==> config.mk <==
export PLATFORM = sky130hd
export DESIGN_NAME = pixart_i2c_target
export DESIGN_NICKNAME = d
export VERILOG_FILES = /design/src/rtl/pixart_i2c_target.sv
export SDC_FILE = /design/constraint.sdc
export NUM_CORES = 1
export LEC_CHECK = 0
export CAP_MARGIN = 20
export CELL_PAD_IN_SITES_DETAIL_PLACEMENT = 0
export CELL_PAD_IN_SITES_GLOBAL_PLACEMENT = 1
export CORE_MARGIN = 2
export CORE_UTILIZATION = 45
export DETAILED_ROUTE_END_ITERATION = 6
export GPL_TIMING_DRIVEN = 0
export PLACE_DENSITY_LB_ADDON = 0.1
export SYNTH_ARGS = -nofsm -noshare
export SYNTH_HDL_FRONTEND = slang
export SYNTH_SLANG_ARGS = --single-unit
==> constraint.sdc <==
create_clock -name clk -period 4.1 [get_ports clk]
set_input_delay 0.82 -clock clk [delete_from_list [all_inputs] [get_ports clk]]
set_output_delay 0.82 -clock clk [all_outputs]
set_load 0.02 [all_outputs]
==> src/rtl/pixart_i2c_target.sv <==
// I2C target emulating the Pixart IR camera: accepts register writes, serves blob reports.
// Ports: clk, reset (async high), i2c_scl, i2c_sda_in, i2c_sda_out/dir, blob_*, wr_*, busy.
module pixart_i2c_target #(
    parameter logic [6:0] DEV_ADDR    = 7'h58,
    parameter int         NBYTES      = 16,
    parameter int         SYNC_STAGES = 2
) (
    input  logic       clk,
    input  logic       reset,
    input  logic       i2c_scl,
    input  logic       i2c_sda_in,
    output logic       i2c_sda_out,
    output logic       i2c_sda_dir,
    input  logic [9:0] blob_x,
    input  logic [9:0] blob_y,
    input  logic [3:0] blob_size,
    output logic       wr_valid,
    output logic [7:0] wr_addr,
    output logic [7:0] wr_data,
    output logic       busy
);
    localparam int IW = (NBYTES > 1) ? $clog2(NBYTES) : 1;

    typedef enum logic [2:0] {
        IDLE, ADDR, ADDR_ACK, WR_BYTE, WR_ACK, RD_BYTE, RD_ACK, WAIT_STOP
    } state_t;

    logic [SYNC_STAGES-1:0] scl_sr, sda_sr;
    logic scl_s, sda_s, scl_p, sda_p;
    logic scl_rise, scl_fall, sda_rise, sda_fall;
    logic start_c, stop_c;

    state_t state_q, state_n;
    logic [3:0] cnt_q, cnt_n;
    logic [7:0] sh_q, sh_n;
    logic rw_q, rw_n, first_q, first_n;
    logic dir_q, dir_n, busy_q, busy_n;
    logic [7:0] ptr_q, ptr_n;
    logic [IW-1:0] idx_q, idx_n;
    logic [9:0] bx_q, bx_n, by_q, by_n;
    logic [3:0] bs_q, bs_n;
    logic wv_q, wv_n;
    logic [7:0] wa_q, wa_n, wd_q, wd_n;
    logic [7:0] cur_byte;

    // Idle bus is high on both lines, so synchronizers reset to 1.
    always_ff @(posedge clk or posedge reset) begin
        if (reset) begin
            scl_sr <= '1;
            sda_sr <= '1;
            scl_p  <= 1'b1;
            sda_p  <= 1'b1;
        end else begin
            scl_sr <= {scl_sr[SYNC_STAGES-2:0], i2c_scl};
            sda_sr <= {sda_sr[SYNC_STAGES-2:0], i2c_sda_in};
            scl_p  <= scl_s;
            sda_p  <= sda_s;
        end
    end

    assign scl_s    = scl_sr[SYNC_STAGES-1];
    assign sda_s    = sda_sr[SYNC_STAGES-1];
    assign scl_rise = scl_s & ~scl_p;
    assign scl_fall = ~scl_s & scl_p;
    assign sda_rise = sda_s & ~sda_p;
    assign sda_fall = ~sda_s & sda_p;
    assign start_c  = sda_fall & scl_s & scl_p;
    assign stop_c   = sda_rise & scl_s & scl_p;

    // Report byte at the current read index, from the snapshot taken at read start.
    always_comb begin
        cur_byte = 8'hFF;
        case (int'(idx_q))
            0: cur_byte = 8'h00;
            1: cur_byte = bx_q[7:0];
            2: cur_byte = by_q[7:0];
            3: cur_byte = {by_q[9:8], bx_q[9:8], bs_q};
            default: cur_byte = 8'hFF;
        endcase
    end

    always_comb begin
        state_n = state_q;
        cnt_n   = cnt_q;
        sh_n    = sh_q;
        rw_n    = rw_q;
        first_n = first_q;
        dir_n   = dir_q;
        busy_n  = busy_q;
        ptr_n   = ptr_q;
        idx_n   = idx_q;
        bx_n    = bx_q;
        by_n    = by_q;
        bs_n    = bs_q;
        wv_n    = 1'b0;
        wa_n    = wa_q;
        wd_n    = wd_q;
        if (start_c) begin
            state_n = ADDR;
            cnt_n   = 4'd0;
            dir_n   = 1'b0;
        end else if (stop_c) begin
            state_n = IDLE;
            dir_n   = 1'b0;
            busy_n  = 1'b0;
        end else begin
            unique case (state_q)
                IDLE: ;
                ADDR: begin
                    if (scl_rise) begin
                        sh_n  = {sh_q[6:0], sda_s};
                        cnt_n = cnt_q + 4'd1;
                    end else if (scl_fall && cnt_q == 4'd8) begin
                        if (sh_q[7:1] == DEV_ADDR) begin
                            dir_n   = 1'b1;
                            busy_n  = 1'b1;
                            rw_n    = sh_q[0];
                            state_n = ADDR_ACK;
                        end else begin
                            busy_n  = 1'b0;
                            state_n = WAIT_STOP;
                        end
                    end
                end
                ADDR_ACK: begin
                    if (scl_fall) begin
                        cnt_n = 4'd0;
                        if (!rw_q) begin
                            dir_n   = 1'b0;
                            first_n = 1'b1;
                            state_n = WR_BYTE;
                        end else begin
                            // Byte 0 is constant zero, so its MSB drives low now.
                            bx_n    = blob_x;
                            by_n    = blob_y;
                            bs_n    = blob_size;
                            idx_n   = '0;
                            dir_n   = 1'b1;
                            sh_n    = 8'h00;
                            cnt_n   = 4'd1;
                            state_n = RD_BYTE;
                        end
                    end
                end
                WR_BYTE: begin
                    if (scl_rise) begin
                        sh_n  = {sh_q[6:0], sda_s};
                        cnt_n = cnt_q + 4'd1;
                    end else if (scl_fall && cnt_q == 4'd8) begin
                        dir_n   = 1'b1;
                        state_n = WR_ACK;
                        if (first_q) begin
                            ptr_n = sh_q;
                        end else begin
                            wv_n  = 1'b1;
                            wa_n  = ptr_q;
                            wd_n  = sh_q;
                            ptr_n = ptr_q + 8'd1;
                        end
                    end
                end
                WR_ACK: begin
                    if (scl_fall) begin
                        dir_n   = 1'b0;
                        first_n = 1'b0;
                        cnt_n   = 4'd0;
                        state_n = WR_BYTE;
                    end
                end
                RD_BYTE: begin
                    if (scl_fall) begin
                        if (cnt_q == 4'd8) begin
                            dir_n   = 1'b0;
                            state_n = RD_ACK;
                        end else begin
                            dir_n = ~sh_q[7];
                            sh_n  = {sh_q[6:0], 1'b0};
                            cnt_n = cnt_q + 4'd1;
                        end
                    end
                end
                RD_ACK: begin
                    if (scl_rise) begin
                        if (sda_s) begin
                            busy_n  = 1'b0;
                            state_n = WAIT_STOP;
                        end else if (idx_q == IW'(NBYTES - 1)) begin
                            idx_n = '0;
                        end else begin
                            idx_n = idx_q + 1'b1;
                        end
                    end else if (scl_fall) begin
                        dir_n   = ~cur_byte[7];
                        sh_n    = {cur_byte[6:0], 1'b0};
                        cnt_n   = 4'd1;
                        state_n = RD_BYTE;
                    end
                end
                WAIT_STOP: ;
                default: state_n = IDLE;
            endcase
        end
    end

    always_ff @(posedge clk or posedge reset) begin
        if (reset) begin
            state_q <= IDLE;
            cnt_q   <= 4'd0;
            sh_q    <= 8'd0;
            rw_q    <= 1'b0;
            first_q <= 1'b0;
            dir_q   <= 1'b0;
            busy_q  <= 1'b0;
            ptr_q   <= 8'd0;
            idx_q   <= '0;
            bx_q    <= 10'd0;
            by_q    <= 10'd0;
            bs_q    <= 4'd0;
            wv_q    <= 1'b0;
            wa_q    <= 8'd0;
            wd_q    <= 8'd0;
        end else begin
            state_q <= state_n;
            cnt_q   <= cnt_n;
            sh_q    <= sh_n;
            rw_q    <= rw_n;
            first_q <= first_n;
            dir_q   <= dir_n;
            busy_q  <= busy_n;
            ptr_q   <= ptr_n;
            idx_q   <= idx_n;
            bx_q    <= bx_n;
            by_q    <= by_n;
            bs_q    <= bs_n;
            wv_q    <= wv_n;
            wa_q    <= wa_n;
            wd_q    <= wd_n;
        end
    end

    assign i2c_sda_out = 1'b0;
    assign i2c_sda_dir = dir_q;
    assign wr_valid    = wv_q;
    assign wr_addr     = wa_q;
    assign wr_data     = wd_q;
    assign busy        = busy_q;
endmodule

### Gate families picked out, run 1

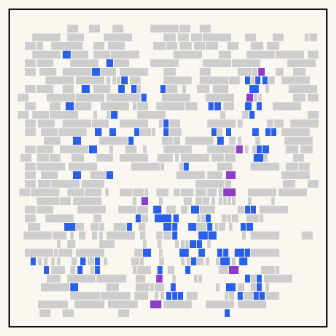
color	family	cells
purple	AND and OR gates	9
blue	inverting AOI/OAI gates	92

### The metal 2 layer, run 1

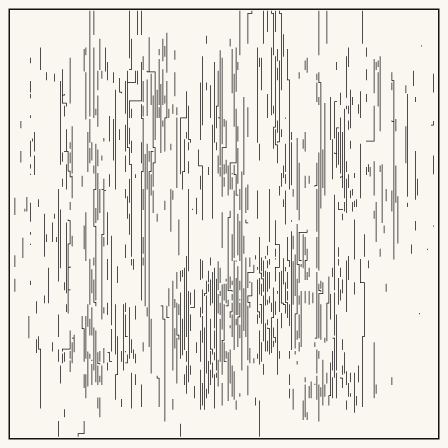
share of all routed wire	47%
longest straight run	46.2 um
nets with wire on the layer	386

### Clock wiring as the flow saved it, run 1

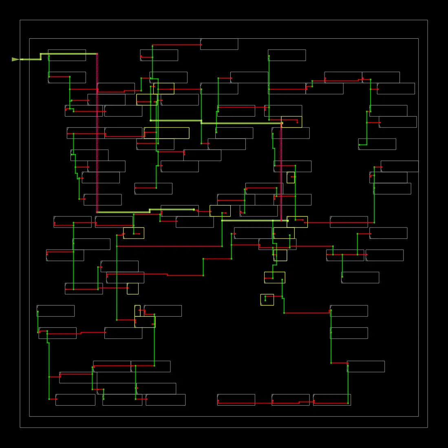
setup skew after layout: 0.00850 ns
clk_lat worst skew: 0.35 ns
registers: 78
Clock group: 0.570 mW

### Metal 1, run 1

Bar = 20 um. Supply wires on this layer in gray.
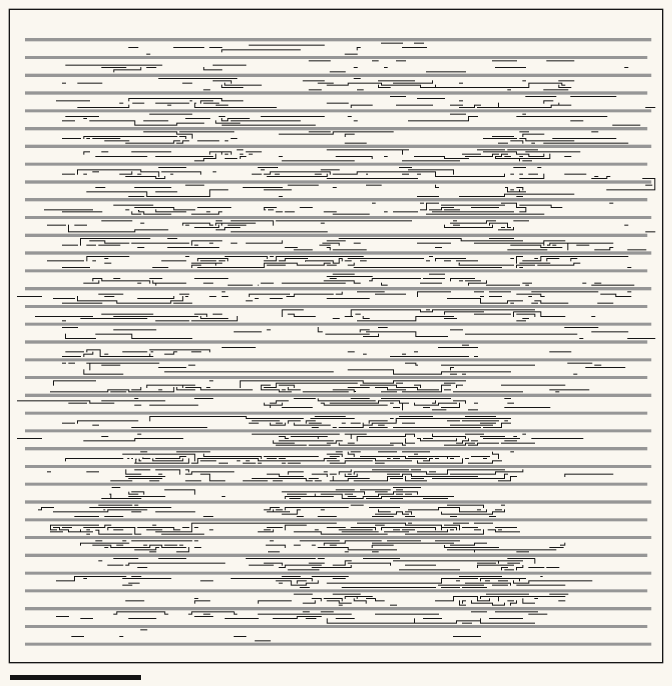
share of all routed wire	47%
longest straight run	25.8 um
nets with wire on the layer	430
wire length on this layer	4310 um
main direction	horizontal

==> run 1: power by group <==
group | total (mW) | leakage (nW) | switching, mW | internal (mW)
sequential | 0.960 | 0.992 | 0.102 | 0.858
clock | 0.570 | 0.0927 | 0.289 | 0.281
combinational | 0.722 | 1.05 | 0.431 | 0.292
==> run 1: metrics by stage <==
| stage | hold slack [ns] | power, mW |
|---|---|---|
| finish | 0.359 | 2.25 |
| global route | 0.364 | 2.41 |
| CTS | 0.359 | 2.27 |
| detailed placement | 0.347 | 1.69 |
| global placement | 0.346 | 1.67 |
| floorplan | 0.345 | 1.46 |
==> run 1: Yosys cell counts (4+ instances only) <==
cell type   n
a31oi_1     8
nor2b_1     5
mux2_2     22
o31ai_1     4
inv_1      19
o22ai_1     7
dfstp_2     6
mux2_4     20
nand3_1    12
nor2_1      9
nor4_1      5
a22oi_1     7
dfrtp_1    72
a21oi_1    24
mux2i_1    12
nor3b_1     5
nand4_1     6
clkbuf_1   14
nand4b_1    4
nand2_1    33
ha_1       10
o21ai_0    29
==> run 1: path summary, 6_finish.rpt <==
| check | start | endpoint | slack [ns] | depth (start not counted) |
|---|---|---|---|---|
| worst min-delay path | scl_sr[0] | scl_sr[1] | 0.36 | 0 |
| worst min register to register | scl_sr[0] | scl_sr[1] | 0.36 | 0 |
| max in group asynchronous | reset | wr_addr[6] | 2.71 | 3 |
| min in group asynchronous | reset | by_q[4] | 0.82 | 2 |
| worst max register to register | scl_p | wr_data[0] | 1.23 | 7 |
| worst max-delay path | scl_p | wr_data[0] | 1.23 | 7 |
==> run 1: final cells by class <==
type / count / area [um^2] / share of cell area, %
clock inverters: 5 / 60.1 / 1.22
flip-flops and latches: 78 / 1960 / 39.7
well taps: 108 / 135 / 2.74
repair buffers: 47 / 488 / 9.88
plain buffers: 21 / 141 / 2.86
inverters: 20 / 77.6 / 1.57
clock buffers: 10 / 128 / 2.58
multi-input cells: 261 / 1950 / 39.5
==> run 1: cells by family (layout without fill, tap and decap cells) <==
kind of cell,count (synthesis),in the layout,share of synthesized area (%)
DFF,78,78,47.5
other,1,1,0.0909
muxes,56,56,16.7
AOI/OAI and AO/OA,96,96,14.4
xor gates and xnor gates,1,1,0.394
and+or+nand+nor,97,97,12.6
adders and majority gates,10,10,3.03
buffers and inverters,41,103,5.25
==> run 1: layer usage <==
layer,vias to the layer above,global-route usage [%],part of all wire (%)
li1,1501,-,-
met1,1498,27.7,47
met2,86,30.6,47
met3,8,3.51,5.0
met4,0,7.38,0.93
met5,-,0,0
==> run 1: state kept, by name, indices dropped and copies added (netlist names) <==
signal and cells:
bs_q 4, busy 1, bx_q 10, by_q 10, cnt_q 4, first_q 1, i2c_sda_dir 1, idx_q 4
ptr_q 8, rw_q 1, scl_p 1, scl_sr 2, sda_p 1, sda_sr 2, sh_q 8, state_q 3
wr_addr 8, wr_data 8, wr_valid 1
==> run 1: worst max-delay path: stages, from the launching register on <==
cell,delay [ns]
dfstp_2,0.58
ha_1,0.34
nand4b_1,0.18
nor2_1,0.43
nand2_1,0.27
nor2_2,0.34
buf_4,0.25
mux2_2,0.35
==> results.yml, run 1 <==
# physical design summary
run_status:
  status: "complete, no violations"
global_route:
  overflow: 0
  grt_pass1_vias: 3102
  grt_pass1_wl_um: 15600
  grt_start_max_net_pins: 46
synthesis:
  synth_flops: 78
  syn_inst: 380
  ys_cells: 380
  top_cell_area_share_pct: 43.7
  syn_area_mm2: 0.00413
  syn_avg_cell_area_um2: 10.9
  yosysTopAreaCell: "dfrtp_1"
  synth_warnings: 0
  top_cells_by_area: "dfrtp_1 44%, mux2_4 7.3%, mux2_2 6.0%"
  ys_seq_share_pct: 47.5
  ys_chip_area_mm2: 0.00413
  ys_types: 56
floorplan:
  core_mm2: 0.00881
  std_cell_rows: 34
  dieArea_mm2: 0.00995
  die_h_um: 99.7
  fp_util_pct: 46.8
  die_width_um: 99.7
  ios: 48
sta:
  rsz0062_at_grt: "no"
  worst_slack_ns: 1.23
  period_used_pct: 70.0
  maxSlewViolCount: 0
  worst_pin_slew_ns: 0.931
  min_period_ns: 2.87
  report.final.setup_viol: 0
  relSlewSlack_pct: 37.4
  hold_viol: 0
final_layout:
  instances_no_fill: 550
  final_nets: 476
  utilization_pct: 56.1
  lay_top_count: "dfrtp_1"
  lay_top_cells: "72 x dfrtp_1, 46 x clkdlybuf4s50_1, 33 x nand2_1"
  final_area_mm2: 0.00494
  nFillCells: 790
  diodes: 0
placed_design:
  placed_area_mm2: 0.00475
  gp_congestion: 0.909
  pre_cts_slack_ns: 1.21
  dp_cells: 535
  hpwl_um: 6680
critical_path:
  critPathMaxFanout: 10
  arrival_ns: 3.11
  endpoint_kind: "flip-flop"
routing:
  wl_um: 9090
  drc: 0
  postRouteAntennaNets: 0
  viasPerCell: 5.62
  drt-initial-drc-count: 182
  wl_per_cell_um: 16.5
flow_run:
  drv_cap: 0
  tool_warnings: 32
clock_network:
  clock-sinks: 78
  cts-root-buf: "clkbuf_8"
  cts_buffer_depth: 2
  clkTransAtPathRegs_ns: 0.09
  hold_buffers: 0
power:
  powerDensity_mw_per_mm2: 456
  p_leak_nw: 2.13
  vdd_ir_drop_max_v: 0.000205
### Metal 3, run 1

Bar = 20 um.
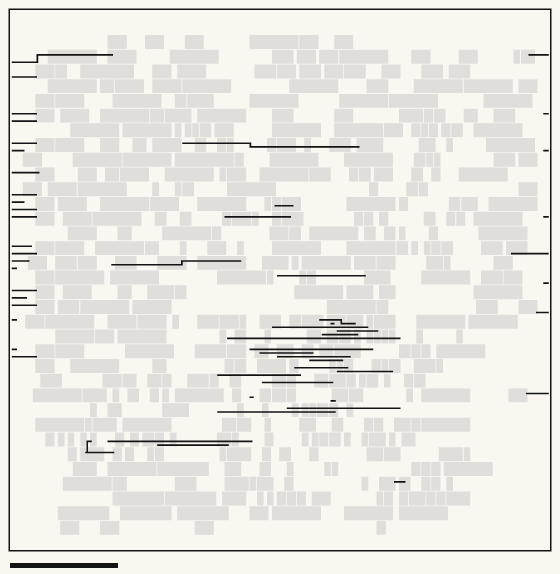

--- run 2 (diff from run 1) ---
--- a/config.mk
+++ b/config.mk
@@ -9,7 +9,7 @@
 export CELL_PAD_IN_SITES_DETAIL_PLACEMENT = 0
 export CELL_PAD_IN_SITES_GLOBAL_PLACEMENT = 1
 export CORE_MARGIN = 2
-export CORE_UTILIZATION = 45
+export CORE_UTILIZATION = 44
 export DETAILED_ROUTE_END_ITERATION = 6
 export GPL_TIMING_DRIVEN = 0
 export PLACE_DENSITY_LB_ADDON = 0.1
==> constraint.sdc (replaced) <==
create_clock -name clk -period 2.8 [get_ports clk]
set_input_delay 0.56 -clock clk [delete_from_list [all_inputs] [get_ports clk]]
set_output_delay 0.56 -clock clk [all_outputs]
set_load 0.02 [all_outputs]
### Metal 3, run 2

Bar = 20 um.
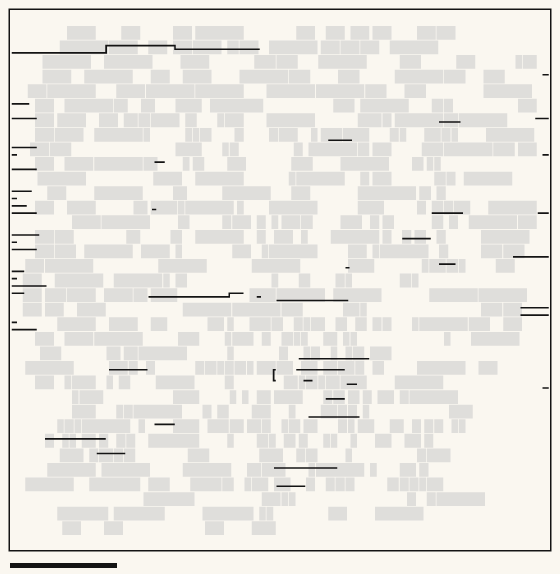
main direction	horizontal
wire length on this layer	262 um
longest straight run	17.5 um
share of all routed wire	2.9%
nets with wire on the layer	42

==> run 2 against run 1 <==
Compared with the run above: via count up 0.29%; critical path depth unchanged; wire length about the same; sequential cell count unchanged; global-route usage down 0.27 points.
==> results.yml, run 2 <==
# physical design summary
run_status:
  status: "complete, no violations"
critical_path:
  worstSetupPathType: "reg2reg"
  critPathBufInv: 1
  timing.rr.end: "wr_data[4]"
  cpPeakStageDelay_ns: 0.58
  crit_slowest_cell: "dfstp_2"
  path_cells: "ha_1 -> nand4b_1 -> nor2_4 -> nand2_1 -> nor2_4 -> buf_4 -> mux2_2"
  critPathMaxFanout: 10
  worstSetupEndpoint: "wr_data[4]"
  r2r_cells: 7
  cp.depth: 7
  endpoint_kind: "flip-flop"
  critPathMostFrequentCell: "nor2_4"
  cp_top_family: "simple AND/OR/NAND/NOR gates"
  startpoint: "scl_p"
floorplan:
  ios: 48
  fp_util_pct: 45.1
  die_width_um: 101
  std_cell_rows: 35
  dieArea_mm2: 0.0102
  die_h_um: 101
flow_run:
  drv_cap: 0
  tool_warnings: 32
routing:
  postRouteAntennaNets: 0
  viasPerCell: 5.60
  drc: 0
  drt-initial-drc-count: 166
  wl_um: 9090
  wl_per_cell_um: 16.4
synthesis:
  top_cell_area_share_pct: 43.7
  synth.most_common_cell: "dfrtp_1"
  synth-xor-area-share_pct: 0.394
  logic_family: "multiplexers"
  top_cells_by_area: "dfrtp_1 44%, mux2_4 7.3%, mux2_2 6.0%"
  simple_gate_share_pct: 12.6
  syn_avg_cell_area_um2: 10.9
  syn_area_mm2: 0.00413
  ys_types: 56
  yosysTopAreaCell: "dfrtp_1"
  syn_inst: 380
  ys_cells: 380
  top_cells_by_count: "72 x dfrtp_1, 33 x nand2_1, 29 x o21ai_0, 24 x a21oi_1, 22 x mux2_2"
  ys_sh_aoi_pct: 14.4
  synth_warnings: 0
  ys_sh_mux_pct: 16.7
final_layout:
  reg_top3: "bx_q (10), by_q (10)"
  instances_no_fill: 554
  lay_top_cells: "72 x dfrtp_1, 46 x clkdlybuf4s50_1, 33 x nand2_1"
  final_nets: 476
  lay_top_count: "dfrtp_1"
  diodes: 0
  utilization_pct: 54.4
  drive_above_1_share_pct: 18.3
  area_growth_pct: 20.8
sta:
  hold_ws_ns: 0.361
  report.final.setup_viol: 0
  worst_pin_slew_ns: 0.925
  hold_viol: 0
  worst_slack_ns: 0.245
  period_used_pct: 91.2
  relSlewSlack_pct: 37.8
  min_period_ns: 2.55
  rsz0062_at_grt: "no"
  maxSlewViolCount: 0
power:
  powerDensity_mw_per_mm2: 676
  totalPowerFinal_mw: 3.37
  p_switching_mw: 1.21
  swShare_pct: 36.1
  pwr-share-comb_pct: 31.0
  p_int_mw: 2.15
  p_leak_nw: 2.15
placed_design:
  hpwl_um: 6630
  dp_cells: 538
  gp_congestion: 0.900
  pre_cts_slack_ns: -0.0864
global_route:
  grt_pass1_wl_um: 15300
  overflow: 0
  grt_pass1_vias: 3107
  grt_start_max_net_pins: 67
clock_network:
  hold_buffers: 0
  cts_buffer_depth: 2
  clock_latency_ns: 0.35
  cts-root-buf: "clkbuf_8"
  htreeDepth: 3
### The metal 2 layer, run 2

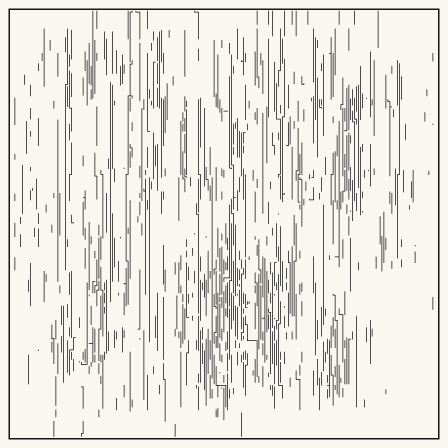
share of all routed wire	47%
longest straight run	51.7 um
nets with wire on the layer	388
main direction	vertical

[run 2: cell families after synthesis]
kind of cell | Yosys count
adders and majority gates | 10
xor gates and xnor gates | 1
and+or+nand+nor | 97
buffers and inverters | 41
muxes | 56
DFF | 78
other | 1
AOI/OAI and AO/OA | 96
[run 2: worst min-delay path by stage]
| stage | start | endpoint | slack [ns] | depth (start not counted) |
|---|---|---|---|---|
| finish | sda_sr[0] | sda_sr[1] | 0.36 | 0 |
| global route | sda_sr[0] | sda_sr[1] | 0.37 | 0 |
| CTS | sda_sr[0] | sda_sr[1] | 0.36 | 0 |
| detailed placement | sda_sr[0] | sda_sr[1] | 0.35 | 0 |
| global placement | sda_sr[0] | sda_sr[1] | 0.35 | 0 |
| floorplan | scl_sr[0] | scl_sr[1] | 0.35 | 0 |
[run 2: layer usage]
| layer | share of wire (%) | vias up | track usage, % |
|---|---|---|---|
| li1 | - | 1500 | - |
| met1 | 49 | 1526 | 26.8 |
| met2 | 47 | 67 | 31.0 |
| met3 | 2.9 | 9 | 3.19 |
| met4 | 1.3 | 0 | 6.95 |
| met5 | 0 | - | 0 |
[run 2: final cells by class]
type                       count  area, um^2
multi-input combinational    261        1960
tap                          111         139
timing repair buffer          47         488
clock buffer                  11         151
sequential                    78        1960
buffer                        21         141
inverter                      20        77.6
fill                         815        4170
clock inverter                 5        63.8
[run 2: power by group through the flow]
stage                     Sequential, mW  Combinational (mW)  Clock (mW)
after floorplan                     1.38               0.763           0
after CTS                           1.41                1.04       0.929
final                               1.41                1.04       0.915
after global placement              1.42                1.03           0
after detailed placement            1.43                1.04           0
after global routing                1.43                1.18       0.981
[run 2: per-stage QoR]
step / TNS (ns) / instance area [um^2]
after global placement: -78.01 / 4720
after CTS: 0 / 4970
final: 0 / 4980
after detailed placement: -0.724 / 4750
after floorplan: 0 / 4130
after global routing: 0 / 4980
[run 2: timing repair]
action,4_1_cts,5_1_grt
hold endpoints to repair,0,0
endpoints found under the setup margin,10,10
pin swaps,0,0
resized,1,2
No activity file was given, so power comes from the tool's default toggle rates.
